==> config.mk <==
export PLATFORM = sky130hd
export DESIGN_NAME = price_window_fifo
export DESIGN_NICKNAME = d
export VERILOG_FILES = /design/src/rtl/price_window_fifo.sv
export SDC_FILE = /design/constraint.sdc
export NUM_CORES = 1
export LEC_CHECK = 0
export ABC_AREA = 1
export CAP_MARGIN = 20
export CORE_ASPECT_RATIO = 0.75
export CORE_MARGIN = 2
export CORE_UTILIZATION = 45
export DETAILED_ROUTE_END_ITERATION = 8
export PLACE_DENSITY = 0.6
export SKIP_CTS_REPAIR_TIMING = 1
export SYNTH_ARGS = -nofsm -noshare
export SYNTH_HDL_FRONTEND = slang
export SYNTH_SLANG_ARGS = --single-unit
==> constraint.sdc <==
create_clock -name clk -period 9.2 [get_ports clk]
set_clock_uncertainty 0.1 [all_clocks]
set_input_delay 2.3 -clock clk [delete_from_list [all_inputs] [get_ports clk]]
set_output_delay 2.3 -clock clk [all_outputs]
set_load 0.005 [all_outputs]
==> src/rtl/price_window_fifo.sv <==
// Sliding window of the most recent WINDOW prices feeding the RSI/SMA stages.
// For each accepted sample it reports the new, oldest and evicted prices, the fill state and a running sum.
module price_window_fifo #(
  parameter int WINDOW = 14,
  parameter int DW     = 16
) (
  input  logic              clk,
  input  logic              rst,
  input  logic              price_valid,
  input  logic [DW-1:0]     price_in,
  input  logic              flush,
  output logic              new_price_strobe,
  output logic [DW-1:0]     new_price,
  output logic [DW-1:0]     oldest_price,
  output logic [DW-1:0]     evicted_price,
  output logic              evict_valid,
  output logic              mem_full,
  output logic [4:0]        mem_count,
  output logic [DW+4:0]     window_sum
);

  localparam int PW = (WINDOW > 1) ? $clog2(WINDOW) : 1;
  localparam int SW = DW + 5;
  localparam logic [PW-1:0] PTR_LAST = PW'(WINDOW - 1);
  localparam logic [4:0]    CNT_FULL = 5'(WINDOW);

  logic [DW-1:0] mem_q [WINDOW];
  logic [DW-1:0] mem_d [WINDOW];
  logic [PW-1:0] wr_ptr_q, wr_ptr_d;
  logic [4:0]    cnt_q, cnt_d;
  logic [SW-1:0] sum_q, sum_d;

  logic          strobe_q, strobe_d;
  logic [DW-1:0] new_price_q, new_price_d;
  logic [DW-1:0] oldest_q, oldest_d;
  logic [DW-1:0] evicted_q, evicted_d;
  logic          evict_valid_q, evict_valid_d;

  logic          accept;
  logic          full_before;
  logic [DW-1:0] evicted;
  logic [PW-1:0] wr_ptr_nxt;
  logic [4:0]    cnt_nxt;
  logic [DW-1:0] oldest_nxt;

  always_comb begin
    accept      = price_valid && !flush;
    full_before = (cnt_q == CNT_FULL);
    evicted     = full_before ? mem_q[wr_ptr_q] : '0;
    wr_ptr_nxt  = (wr_ptr_q == PTR_LAST) ? '0 : wr_ptr_q + 1'b1;
    cnt_nxt     = full_before ? cnt_q : cnt_q + 5'd1;

    // Slot wr_ptr_nxt is never the one being written, so reading the pre-write
    // array is safe; only the partial-fill case can need the incoming sample.
    if (cnt_nxt == CNT_FULL) begin
      oldest_nxt = mem_q[wr_ptr_nxt];
    end else if (wr_ptr_q == '0) begin
      oldest_nxt = price_in;
    end else begin
      oldest_nxt = mem_q[0];
    end

    for (int unsigned i = 0; i < WINDOW; i++) begin
      mem_d[i] = mem_q[i];
    end
    wr_ptr_d      = wr_ptr_q;
    cnt_d         = cnt_q;
    sum_d         = sum_q;
    strobe_d      = 1'b0;
    evict_valid_d = 1'b0;
    new_price_d   = new_price_q;
    oldest_d      = oldest_q;
    evicted_d     = evicted_q;

    if (flush) begin
      wr_ptr_d = '0;
      cnt_d    = '0;
      sum_d    = '0;
    end else if (accept) begin
      mem_d[wr_ptr_q] = price_in;
      wr_ptr_d        = wr_ptr_nxt;
      cnt_d           = cnt_nxt;
      sum_d           = sum_q + SW'(price_in) - SW'(evicted);
      strobe_d        = 1'b1;
      evict_valid_d   = full_before;
      new_price_d     = price_in;
      oldest_d        = oldest_nxt;
      evicted_d       = evicted;
    end
  end

  always_ff @(posedge clk) begin
    if (rst) begin
      for (int unsigned i = 0; i < WINDOW; i++) begin
        mem_q[i] <= '0;
      end
      wr_ptr_q      <= '0;
      cnt_q         <= '0;
      sum_q         <= '0;
      strobe_q      <= 1'b0;
      evict_valid_q <= 1'b0;
      new_price_q   <= '0;
      oldest_q      <= '0;
      evicted_q     <= '0;
    end else begin
      for (int unsigned i = 0; i < WINDOW; i++) begin
        mem_q[i] <= mem_d[i];
      end
      wr_ptr_q      <= wr_ptr_d;
      cnt_q         <= cnt_d;
      sum_q         <= sum_d;
      strobe_q      <= strobe_d;
      evict_valid_q <= evict_valid_d;
      new_price_q   <= new_price_d;
      oldest_q      <= oldest_d;
      evicted_q     <= evicted_d;
    end
  end

  assign new_price_strobe = strobe_q;
  assign new_price        = new_price_q;
  assign oldest_price     = oldest_q;
  assign evicted_price    = evicted_q;
  assign evict_valid      = evict_valid_q;
  assign mem_count        = cnt_q;
  assign mem_full         = (cnt_q == CNT_FULL);
  assign window_sum       = sum_q;

endmodule

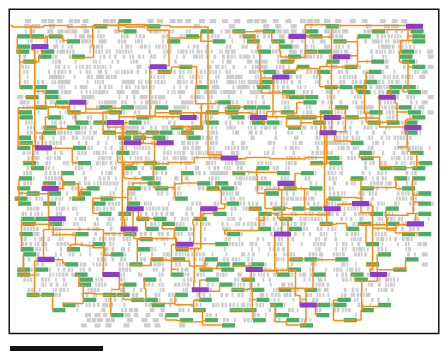
Run 1: clock network drawn from the DEF
The bar under the picture is 50 um long.
- cells driving clock nets: purple (count 35)
- clock wires: orange (length 4460 um)
- flip-flops: green (count 308)
- flops lie: widely spread
- routed clock nets: 36

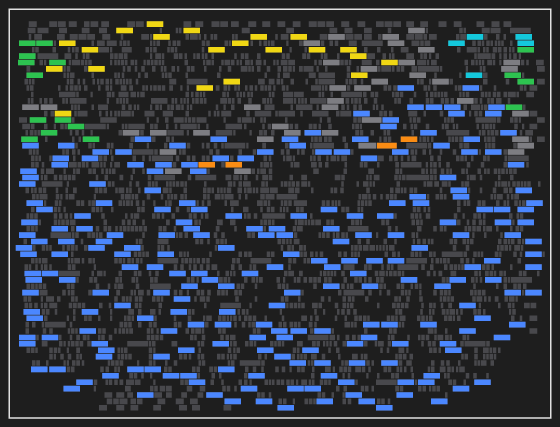
Run 1: register map, names as in the netlist
Other sequential cells in the stronger gray, the rest of the logic in the fainter gray.
- new_price: green (sequential cells 16)
- mem_q: blue (sequential cells 224)
- mem_count: cyan (sequential cells 5; where upper right)
- wr_ptr_q: orange (sequential cells 4)
- window_sum: yellow (sequential cells 21)
- not colored: 38
share of the core filled with cells in the final layout: 51.81%
flop share of the area: 31.87%

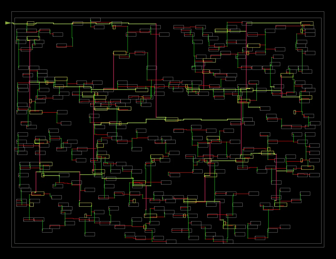
Run 1: the clock network
number of buffers inserted during clock tree synthesis: 35
Power Clock: 0.00135 W
clock tree buffer count of the final layout: 53

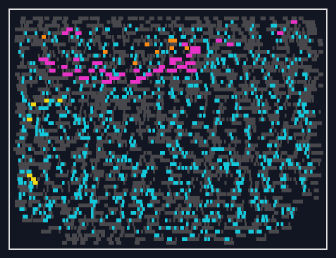
Run 1: gate-type map
- XOR/XNOR gates: orange (cells 9; most used xor2_1; where top center)
- multiplexers: yellow (cells 7; most used mux2i_1; where middle left)
- inverting AOI/OAI gates: cyan (cells 835; most used a21oi_1; where widely spread)
- adder and majority cells: magenta (cells 39; most used ha_1)

-- run 1: power by group through the flow --
stage / sequential (W) / clock (W) / combinational [W]
finish: 0.00139 / 0.00135 / 0.000518
global route: 0.00140 / 0.00142 / 0.000568
CTS: 0.00139 / 0.00137 / 0.000503
detailed placement: 0.00142 / 0 / 0.000501
global placement: 0.00142 / 0 / 0.000497
floorplan: 0.00141 / 0 / 0.000329
-- run 1: how the worst max path moves through the flow --
stage	endpoint	slack [ns]
after floorplan	window_sum[16]	4.54
after global placement	mem_q[1][3]	3.43
after detailed placement	mem_q[1][3]	3.45
after CTS	mem_q[1][3]	4.01
after global routing	mem_q[11][7]	3.71
final	mem_q[11][9]	3.94
-- run 1: cells in the final DEF, fill, tap and decap left out, types with 16 or more instances in the layout --
master                            Yosys  routed
sky130_fd_sc_hd__clkdlybuf4s50_1      0      95
sky130_fd_sc_hd__fa_1                16      16
sky130_fd_sc_hd__inv_1              261     259
sky130_fd_sc_hd__a21oi_1            416     416
sky130_fd_sc_hd__o211ai_1            54      54
sky130_fd_sc_hd__ha_1                23      23
sky130_fd_sc_hd__nor2_1             100      98
sky130_fd_sc_hd__buf_4                4      34
sky130_fd_sc_hd__clkbuf_16            0      37
sky130_fd_sc_hd__dfxtp_1            308     305
sky130_fd_sc_hd__o21ai_0            338     338
sky130_fd_sc_hd__nand2_1            570     569
sky130_fd_sc_hd__nand3_1            243     242
-- run 1: metal layers --
layer  up-vias  GRT usage, %
met5         -             0
met4         0         12.47
met3       121         7.122
met2       891         47.67
met1      8537         47.52
li1       8643             -
-- run 1: flip-flops by register name (all words and copies together) (netlist names), named ones only --
| name | count |
|---|---|
| evicted_price | 16 |
| oldest_price | 16 |
| mem_count | 5 |
| evict_valid | 1 |
| new_price_strobe | 1 |
| new_price | 16 |
| window_sum | 21 |
| mem_q | 224 |
| wr_ptr_q | 4 |
-- run 1: worst reg2reg max path, cell delays in order (launching register included) --
cell and delay [ns]:
sky130_fd_sc_hd__dfxtp_2 0.92, sky130_fd_sc_hd__buf_4 0.67, sky130_fd_sc_hd__o21ai_0 0.30, sky130_fd_sc_hd__nand2_1 0.11, sky130_fd_sc_hd__nand3_1 0.29, sky130_fd_sc_hd__nand3_1 0.35, sky130_fd_sc_hd__inv_1 0.09, sky130_fd_sc_hd__fa_1 0.49
sky130_fd_sc_hd__inv_1 0.04, sky130_fd_sc_hd__ha_1 0.41, sky130_fd_sc_hd__nand2_1 0.17, sky130_fd_sc_hd__nor2_1 0.15, sky130_fd_sc_hd__inv_1 0.05, sky130_fd_sc_hd__nor2_1 0.24, sky130_fd_sc_hd__nand4_1 0.26, sky130_fd_sc_hd__nand4_1 0.17
sky130_fd_sc_hd__nand3_1 0.10, sky130_fd_sc_hd__nand2_1 0.09, sky130_fd_sc_hd__inv_1 0.04
-- run 1: per-stage QoR --
stage	utilization, %	setup WS, ns	hold WS [ns]	power (W)
global placement	48.73	3.429	0.3492	0.001919
detailed placement	48.81	3.452	0.3541	0.001923
finish	51.81	3.937	0.3577	0.003264
CTS	51.66	4.006	0.3613	0.003265
global route	51.81	3.706	0.3805	0.003386
floorplan	-	4.538	0.3358	0.001735
==> datasheet_impl.txt, run 1 <==
Summary of implementation characteristics

Parameter                              Value

Status
  Status    completed

Finish
  Layout cells sized above 1    4.509%
  Final-stage net count    2652
  Combinational Gates    1846
  Portion of the layout cell area used by clock cells    5.515%

Timing
  Sum Neg Setup Slack    0 ns
  Post-layout period usage of the worst path    57.20%

Global routing
  Total global-route track usage    32.89%
  Vias in the first global route    16230

Setup path
  Worst Path Required    9.49 ns
  Worst path depth    9
  Cell chain of the critical path    clkdlybuf4s50_1, inv_2, nor2_4, inv_2, nor2_4, nand2_1, inv_1, o21ai_0, a21oi_1
  CP max stage delay    0.64 ns
  Reg2reg end    window_sum[19]
  Capturing element type of the critical path    register
  Worst reg2reg setup slack    4.06 ns

Placed design
  DP Wirelength    43730 um
  Last weighted congestion value of the routability-driven placer    0.9700
  Count of input and output buffers    96

Clock tree
  Register clock-pin slew on the reported worst setup and hold paths    0.06 ns
  Clock Root Buffer    sky130_fd_sc_hd__clkbuf_16

Synthesis
  Adder share    3.537%
  Count of cell types in the netlist    37
  Yosys xor share    0.4584%

Route
  Tally of nets with antenna violations remaining after routing    0
  Top layer used by detailed routing    met4
  Post-detailed-route via-to-cell ratio    5.829
  Total length of routed wires    66770 um
  Met2 WL    27570 um

Job
  Tally of OpenROAD warnings    27
  Max-cap violation count    0

Die
  Number of rows created at floorplan    61
  Num ports    97
  Core footprint    0.03740 mm2

Hold path
  Worst Hold Depth    2

Power and ir drop
  Switching pwr    0.0009702 W
  Cell internal pwr    0.002294 W
Run 1, cell classes on the final placement:
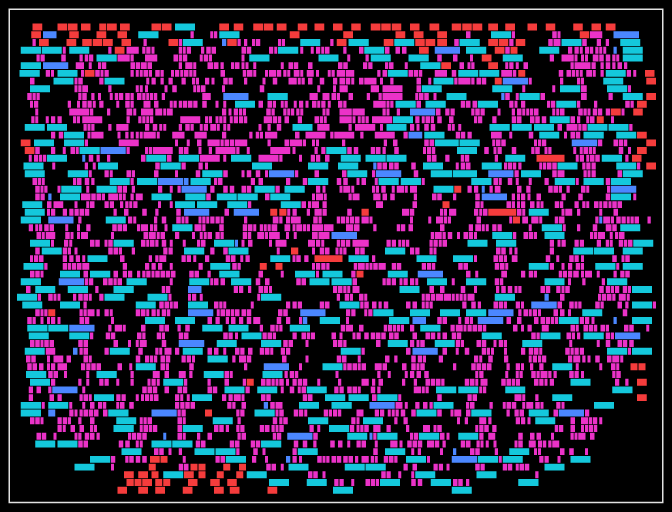

==> run 2, diff against run 1 <==
- clock period: 9.2 -> 5.15 ns (I/O delays scaled with it)
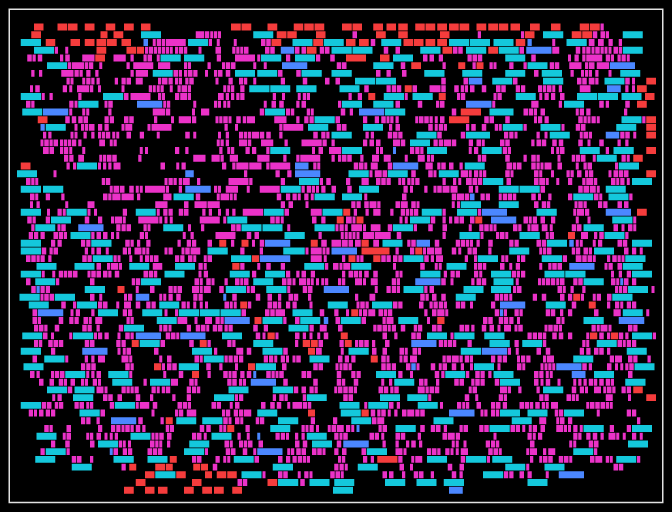
Run 2: cell classes on the final placement
- other buffers and delay cells: red (cells 152; share of their area 7.6%)
- clock drivers and dummy loads: blue (cells 62; share of their area 5.8%)
- all other logic: magenta (cells 2116; share of their area 54%)
- flip-flops: cyan (cells 308; share of their area 33%)
number of rows created at floorplan: 61
core footprint: 0.03740 mm2
share of the core filled with cells in the final layout: 52.34%
Design Area, Final: 0.01958 mm2
flop share of the area: 31.54%

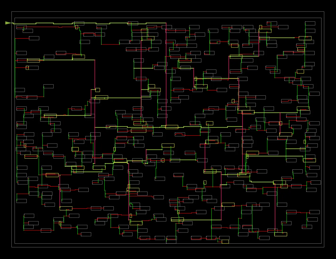
Run 2: the clock network
number of sinks handled by clock tree synthesis: 308
insertion delay at the late pin of the worst-skew pair: 0.54 ns
Power Clock: 0.00250 W
Seq Cell Count: 308

==> run 2 against run 1 <==
Net effect: worst setup slack lost 3.2 ns; sequential share of layout area fell by 0.32 points; count of clock-buffer cells in the layout unchanged; final cell count is 0.67% higher; non-clock buffer count up 20; critical path type is now register to register; combinational power is 88% higher; via count is 0.14% higher; global-route usage increased by 1.1 points; sequential power up 78%; synthesized cell count stayed put; wire length up 4.0%.
==> datasheet_impl.txt, run 2 <==
Summary of implementation characteristics

Parameter                              Value

Status
  Status    completed

Finish
  Flip-flop count of the largest register after layout    224
  Final-stage net count    2672
  Most frequently placed logic cell in the final layout    sky130_fd_sc_hd__nand2_1

Route
  Tally of nets with antenna violations remaining after routing    0
  Total length of routed wires    69410 um
  Top layer used by detailed routing    met4
  Met2 WL    29150 um

Setup path
  Worst path depth    18
  Cell chain of the critical path    inv_1, buf_4, a21oi_1, o21ai_0, nand3_1, nand3_1, inv_1, fa_1, inv_1, ha_1, a21oi_1, o21a_1, nand2_1, nand2_1, a21o_1, nand3_1, nand2_1, inv_1
  CP max stage delay    0.65 ns
  Reg2reg end    window_sum[9]
  Worst Path Required    5.47 ns

Placed design
  DP Wirelength    46680 um
  Count of input and output buffers    96

Global routing
  Total global-route track usage    33.97%
  Vias in the first global route    16390

Timing
  Sum Neg Setup Slack    0 ns
  Post-layout period usage of the worst path    85.92%

Job
  Tally of OpenROAD warnings    29
  Max-cap violation count    0

Hold path
  Worst Hold Depth    2

Clock tree
  Register clock-pin slew on the reported worst setup and hold paths    0.06 ns
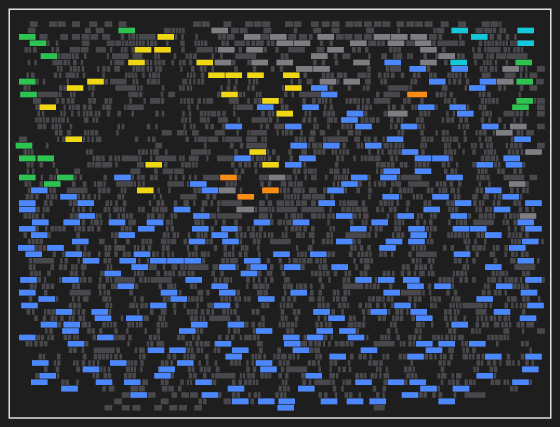
Run 2: register map, names as in the netlist
Other sequential cells in the stronger gray, the rest of the logic in the fainter gray.
- mem_count: cyan (sequential cells 5; where upper right)
- window_sum: yellow (sequential cells 21)
- mem_q: blue (sequential cells 224)
- wr_ptr_q: orange (sequential cells 4; where center)
- new_price: green (sequential cells 16)
- not colored: 38

==> run 2: cell families after synthesis <==
kind of cell	count (synthesis)	share of synthesized area, %
buffers and inverters	471	10.78
XOR/XNOR	9	0.4585
flip-flops	308	35.86
adder cells (fa/ha/maj)	39	3.537
AND/OR/NAND/NOR	942	23.02
multiplexers	7	0.4075
AND-OR/OR-AND	849	25.93
==> run 2: final cells by class <==
class                      instances  area (um2)  share of cell area [%]
inverter                         270        1017                   5.197
tap                              504       630.6                   3.221
clock buffer                      53        1033                   5.280
multi-input combinational       1846        9196                   46.98
sequential                       308        6175                   31.54
clock inverter                     9       73.82                  0.3771
timing repair buffer             152        1449                   7.402
==> run 2: tightest hold or removal path, cell delays in order (launching register included) <==
cell                      delay [ns]
sky130_fd_sc_hd__dfxtp_1        0.31
sky130_fd_sc_hd__nand2_1        0.06
sky130_fd_sc_hd__a21oi_1        0.05
==> run 2: worst max path at each step <==
stage,startpoint,endpoint,slack [ns]
after floorplan,price_in[3],window_sum[16],1.50
after global placement,price_in[4],window_sum[11],0.79
after detailed placement,price_in[4],window_sum[11],0.83
after CTS,register,window_sum[9],0.86
after global routing,register,window_sum[11],0.57
final,register,window_sum[9],0.73
==> run 2: report_power, final <==
part           total, W  switching (W)  internal [W]
logic          0.000976       0.000674      0.000302
clock network   0.00250        0.00106       0.00144
registers       0.00248      0.0000482       0.00243
total           0.00595        0.00178       0.00417
==> run 2: per-stage QoR <==
stage / setup WS, ns / power [W] / hold WS (ns)
3_3_place_gp: 0.7885 / 0.003478 / 0.3484
3_5_place_dp: 0.8322 / 0.003479 / 0.3538
5_1_grt: 0.5726 / 0.006162 / 0.3750
4_1_cts: 0.8600 / 0.005942 / 0.3631
6_report: 0.7253 / 0.005952 / 0.3638
2_1_floorplan: 1.500 / 0.003099 / 0.3358
==> run 2: metal layers <==
layer  track usage [%]  vias to the layer above
li1                  -                     8675
met2             49.92                      930
met1             48.81                     8467
met5                 0                        -
met4             12.69                        0
met3             7.007                      146
Power figures rest on the tool's default switching activity, not on a simulated workload.
